File: src/rtl/pool_window_gen_pkg.sv
// Shared definitions for the 2x2 pooling datapath: window size, default
// geometry, counter-width helper and the pixel-position classification.
package pool_window_gen_pkg;

    // Pooling window edge length (2x2 windows, stride 2)
    localparam int POOL_K    = 2;

    // Default datapath geometry
    localparam int DEF_WIDTH = 9;
    localparam int DEF_IMG_W = 28;
    localparam int DEF_IMG_H = 28;

    // Width of a counter that must hold values 0..n-1 (at least one bit)
    function automatic int cnt_w(input int n);
        return (n > 1) ? $clog2(n) : 1;
    endfunction

    // Role of the incoming pixel inside its 2x2 window
    typedef enum logic [1:0] {
        PK_TOP   = 2'd0,   // even row: goes to the line buffer
        PK_BOT_L = 2'd1,   // odd row, even col: bottom-left, parked in hold_q
        PK_BOT_R = 2'd2    // odd row, odd col: bottom-right, completes a window
    } pix_kind_e;

    // Classify a pixel from the LSBs of its row and column counters
    function automatic pix_kind_e pix_kind(input logic row_odd, input logic col_odd);
        pix_kind_e k;
        if (!row_odd)     k = PK_TOP;
        else if (!col_odd) k = PK_BOT_L;
        else              k = PK_BOT_R;
        return k;
    endfunction

endpackage

File: src/rtl/pool_line_buf.sv
// One-row line buffer for the pooling window generator: IMG_W entries,
// one write port, two combinational read ports at addr and addr-1.
module pool_line_buf
    import pool_window_gen_pkg::*;
#(
    parameter int WIDTH = DEF_WIDTH,
    parameter int DEPTH = DEF_IMG_W,
    parameter int AW    = cnt_w(DEPTH)
) (
    input  logic             clk,
    input  logic             i_we,
    input  logic [AW-1:0]    i_waddr,
    input  logic [WIDTH-1:0] i_wdata,
    input  logic [AW-1:0]    i_raddr,
    output logic [WIDTH-1:0] o_rdata,
    output logic [WIDTH-1:0] o_rdata_m1
);

    logic [DEPTH-1:0][WIDTH-1:0] r_mem;
    logic [AW-1:0]               w_raddr_m1;

    // addr-1 only matters for odd addresses; clamp at 0 so index stays in range
    assign w_raddr_m1 = (i_raddr == '0) ? '0 : (i_raddr - AW'(1));

    assign o_rdata    = r_mem[i_raddr];
    assign o_rdata_m1 = r_mem[w_raddr_m1];

    // Storage is deliberately not reset: every entry is written on the even
    // row before the odd row of the same frame reads it.
    always_ff @(posedge clk) begin
        if (i_we) r_mem[i_waddr] <= i_wdata;
    end

endmodule

File: src/rtl/pool_window_gen.sv
// 2x2 stride-2 window generator: turns a raster pixel stream into
// non-overlapping windows (a00/a01 top row, a10/a11 bottom row) for the
// max-pool comparator tree. Even rows are parked in a line buffer; every
// odd-row odd-column pixel completes one window.
module pool_window_gen
    import pool_window_gen_pkg::*;
#(
    parameter int WIDTH = DEF_WIDTH,
    parameter int IMG_W = DEF_IMG_W,
    parameter int IMG_H = DEF_IMG_H
) (
    input  logic             clk,
    input  logic             rst_n,
    input  logic             in_valid,
    output logic             in_ready,
    input  logic [WIDTH-1:0] in_data,
    output logic             out_valid,
    input  logic             out_ready,
    output logic [WIDTH-1:0] a00,
    output logic [WIDTH-1:0] a01,
    output logic [WIDTH-1:0] a10,
    output logic [WIDTH-1:0] a11,
    output logic             out_last,
    output logic             frame_done
);

    localparam int CW = cnt_w(IMG_W);
    localparam int RW = cnt_w(IMG_H);

    // Geometry must tile exactly into 2x2 windows
    if ((IMG_W % POOL_K) != 0 || IMG_W < POOL_K ||
        (IMG_H % POOL_K) != 0 || IMG_H < POOL_K) begin : g_bad_geometry
        $error("pool_window_gen: IMG_W and IMG_H must be even and >= 2");
    end

    logic [CW-1:0]    r_col;
    logic [RW-1:0]    r_row;
    logic [WIDTH-1:0] r_hold;

    logic             w_accept;
    logic             w_col_end;
    logic             w_row_end;
    logic             w_load;
    logic             w_lb_we;
    pix_kind_e        w_kind;
    logic [WIDTH-1:0] w_lb_rd;
    logic [WIDTH-1:0] w_lb_rd_m1;

    // The output slot is free when empty or being drained this cycle; the
    // input stalls only while an unconsumed window is pending.
    assign in_ready  = !out_valid || out_ready;
    assign w_accept  = in_valid && in_ready;
    assign w_col_end = (r_col == CW'(IMG_W - 1));
    assign w_row_end = (r_row == RW'(IMG_H - 1));
    assign w_kind    = pix_kind(r_row[0], r_col[0]);
    assign w_lb_we   = w_accept && (w_kind == PK_TOP);
    assign w_load    = w_accept && (w_kind == PK_BOT_R);

    pool_line_buf #(
        .WIDTH (WIDTH),
        .DEPTH (IMG_W),
        .AW    (CW)
    ) u_line_buf (
        .clk        (clk),
        .i_we       (w_lb_we),
        .i_waddr    (r_col),
        .i_wdata    (in_data),
        .i_raddr    (r_col),
        .o_rdata    (w_lb_rd),
        .o_rdata_m1 (w_lb_rd_m1)
    );

    // Raster position of the next pixel; wraps at end of row and of frame
    // so a new frame can follow without an idle cycle.
    always_ff @(posedge clk or negedge rst_n) begin
        if (!rst_n) begin
            r_col <= '0;
            r_row <= '0;
        end else if (w_accept) begin
            if (w_col_end) begin
                r_col <= '0;
                r_row <= w_row_end ? '0 : (r_row + RW'(1));
            end else begin
                r_col <= r_col + CW'(1);
            end
        end
    end

    // Bottom-left pixel waits here for its right-hand neighbour
    always_ff @(posedge clk or negedge rst_n) begin
        if (!rst_n) begin
            r_hold <= '0;
        end else if (w_accept && (w_kind == PK_BOT_L)) begin
            r_hold <= in_data;
        end
    end

    // Output slot: load a window on the completing pixel (even in the cycle
    // the previous one drains), otherwise clear valid once it is consumed.
    always_ff @(posedge clk or negedge rst_n) begin
        if (!rst_n) begin
            out_valid <= 1'b0;
            out_last  <= 1'b0;
            a00       <= '0;
            a01       <= '0;
            a10       <= '0;
            a11       <= '0;
        end else if (w_load) begin
            out_valid <= 1'b1;
            out_last  <= w_row_end && w_col_end;
            a00       <= w_lb_rd_m1;
            a01       <= w_lb_rd;
            a10       <= r_hold;
            a11       <= in_data;
        end else if (out_valid && out_ready) begin
            out_valid <= 1'b0;
            out_last  <= 1'b0;
        end
    end

    // Single-cycle end-of-frame strobe following acceptance of the last pixel
    always_ff @(posedge clk or negedge rst_n) begin
        if (!rst_n) begin
            frame_done <= 1'b0;
        end else begin
            frame_done <= w_accept && w_col_end && w_row_end;
        end
    end

endmodule
File: config.mk
export PLATFORM = sky130hd
export DESIGN_NAME = pool_window_gen
export DESIGN_NICKNAME = d
export VERILOG_FILES = /design/src/rtl/pool_window_gen_pkg.sv /design/src/rtl/pool_line_buf.sv /design/src/rtl/pool_window_gen.sv
export SDC_FILE = /design/constraint.sdc
export NUM_CORES = 1
export LEC_CHECK = 0
export ABC_AREA = 1
export CELL_PAD_IN_SITES_DETAIL_PLACEMENT = 1
export CELL_PAD_IN_SITES_GLOBAL_PLACEMENT = 2
export CORE_ASPECT_RATIO = 0.6
export CORE_UTILIZATION = 40
export DETAILED_ROUTE_END_ITERATION = 8
export DONT_BUFFER_PORTS = 1
export GPL_ROUTABILITY_DRIVEN = 1
export GPL_TIMING_DRIVEN = 0
export PLACE_DENSITY_LB_ADDON = 0.1
export SLEW_MARGIN = 20
export SYNTH_ARGS = -nofsm -noshare
export SYNTH_HDL_FRONTEND = slang
export SYNTH_HIERARCHICAL = 1
export SYNTH_SLANG_ARGS = --single-unit
export TNS_END_PERCENT = 30
File: constraint.sdc
create_clock -name clk -period 3 [get_ports clk]
set_input_delay 0.6 -clock clk [delete_from_list [all_inputs] [get_ports clk]]
set_output_delay 0.6 -clock clk [all_outputs]
set_load 0.01 [all_outputs]
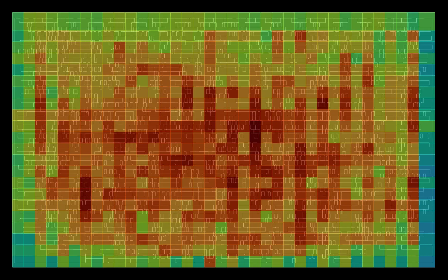
*Track usage over the die*
fin util: 47.4%
Global Route Usage Sum: 37.8%
met2 usage: 51.2%
met1 Use GR: 57.1%
GRT Max-Usage Layer: met1

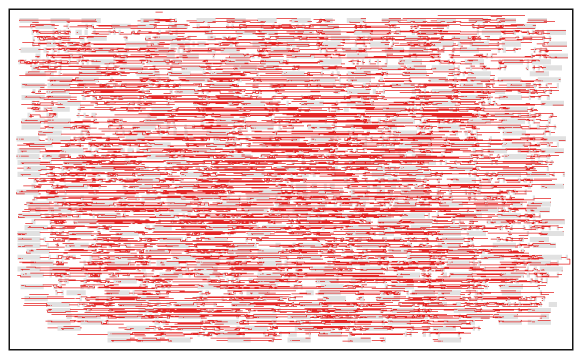
*Signal wires on met1*
The layer holds 43% of the routed length. 1,765 nets have wire on it. The wires run mostly horizontal.

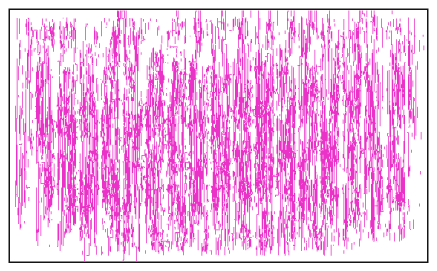
*Metal 2*
The longest straight run is 92.1 um. 1,568 nets have wire on it. The layer carries 29.5 mm of wire. The layer holds 39% of the routed length. The wires run mostly vertical.

==> GITHUB_STEP_SUMMARY <==
## Synthesis and layout report

| Metric | Value |
|---|---|
| CP Capture Type | flip-flop |
| Setup Viol. Count Final | 116 |
| Failing checks | negative setup slack |
| Min-Delay Endpoint | u_line_buf/r_mem[79]$_DFFE_PP_ |
| Yosys cell count | ~1,800 |
| Cell Area, Synth | 0.0158 mm2 |
| Flop pwr share | about a quarter |
| Pre-CTS setup slack | -1.91 ns |
| TritonCTS Buffers | 34 |
| Worst setup margin | -0.249 ns |
| CP max-delay cell | nor2_1 |
| Status | finished with violations |
| Layout area overhead | 15.1% |
| Final #Nets | approximately 1,900 |
| Sw Pwr | 10.5 mW |
| Inverters | ~180 |
| Mapped Cells | around 1,800 |
| Slew HR | approximately 20% |
| Drt wl/cell | 31.9 um |
| P_int | 10.4 mW |
Yosys cell counts, types with 3 or more instances:
cell type  number  share of area (%)
a21oi_1        54                1.7
buf_1           7               0.17
buf_2          54                1.7
buf_4           6               0.29
buf_6           6               0.43
clkbuf_1       41               0.98
clkinv_1        3              0.071
dfrtp_1        58                9.2
edfxtp_1      252                 48
ha_1            3               0.24
inv_1         166                4.0
inv_2           8               0.19
nand2_1       408                9.7
nand3_1       272                8.6
nand3b_1        5               0.24
nand4_1        14               0.56
nor2_1        193                4.6
nor2_4          4               0.29
o2111ai_1      11               0.61
o211ai_1       39                1.9
o21ai_0       131                4.2
o21ai_1         4               0.13
o22ai_1        18               0.71
or2_2          22               0.87
Power and IR drop assume default switching activity.
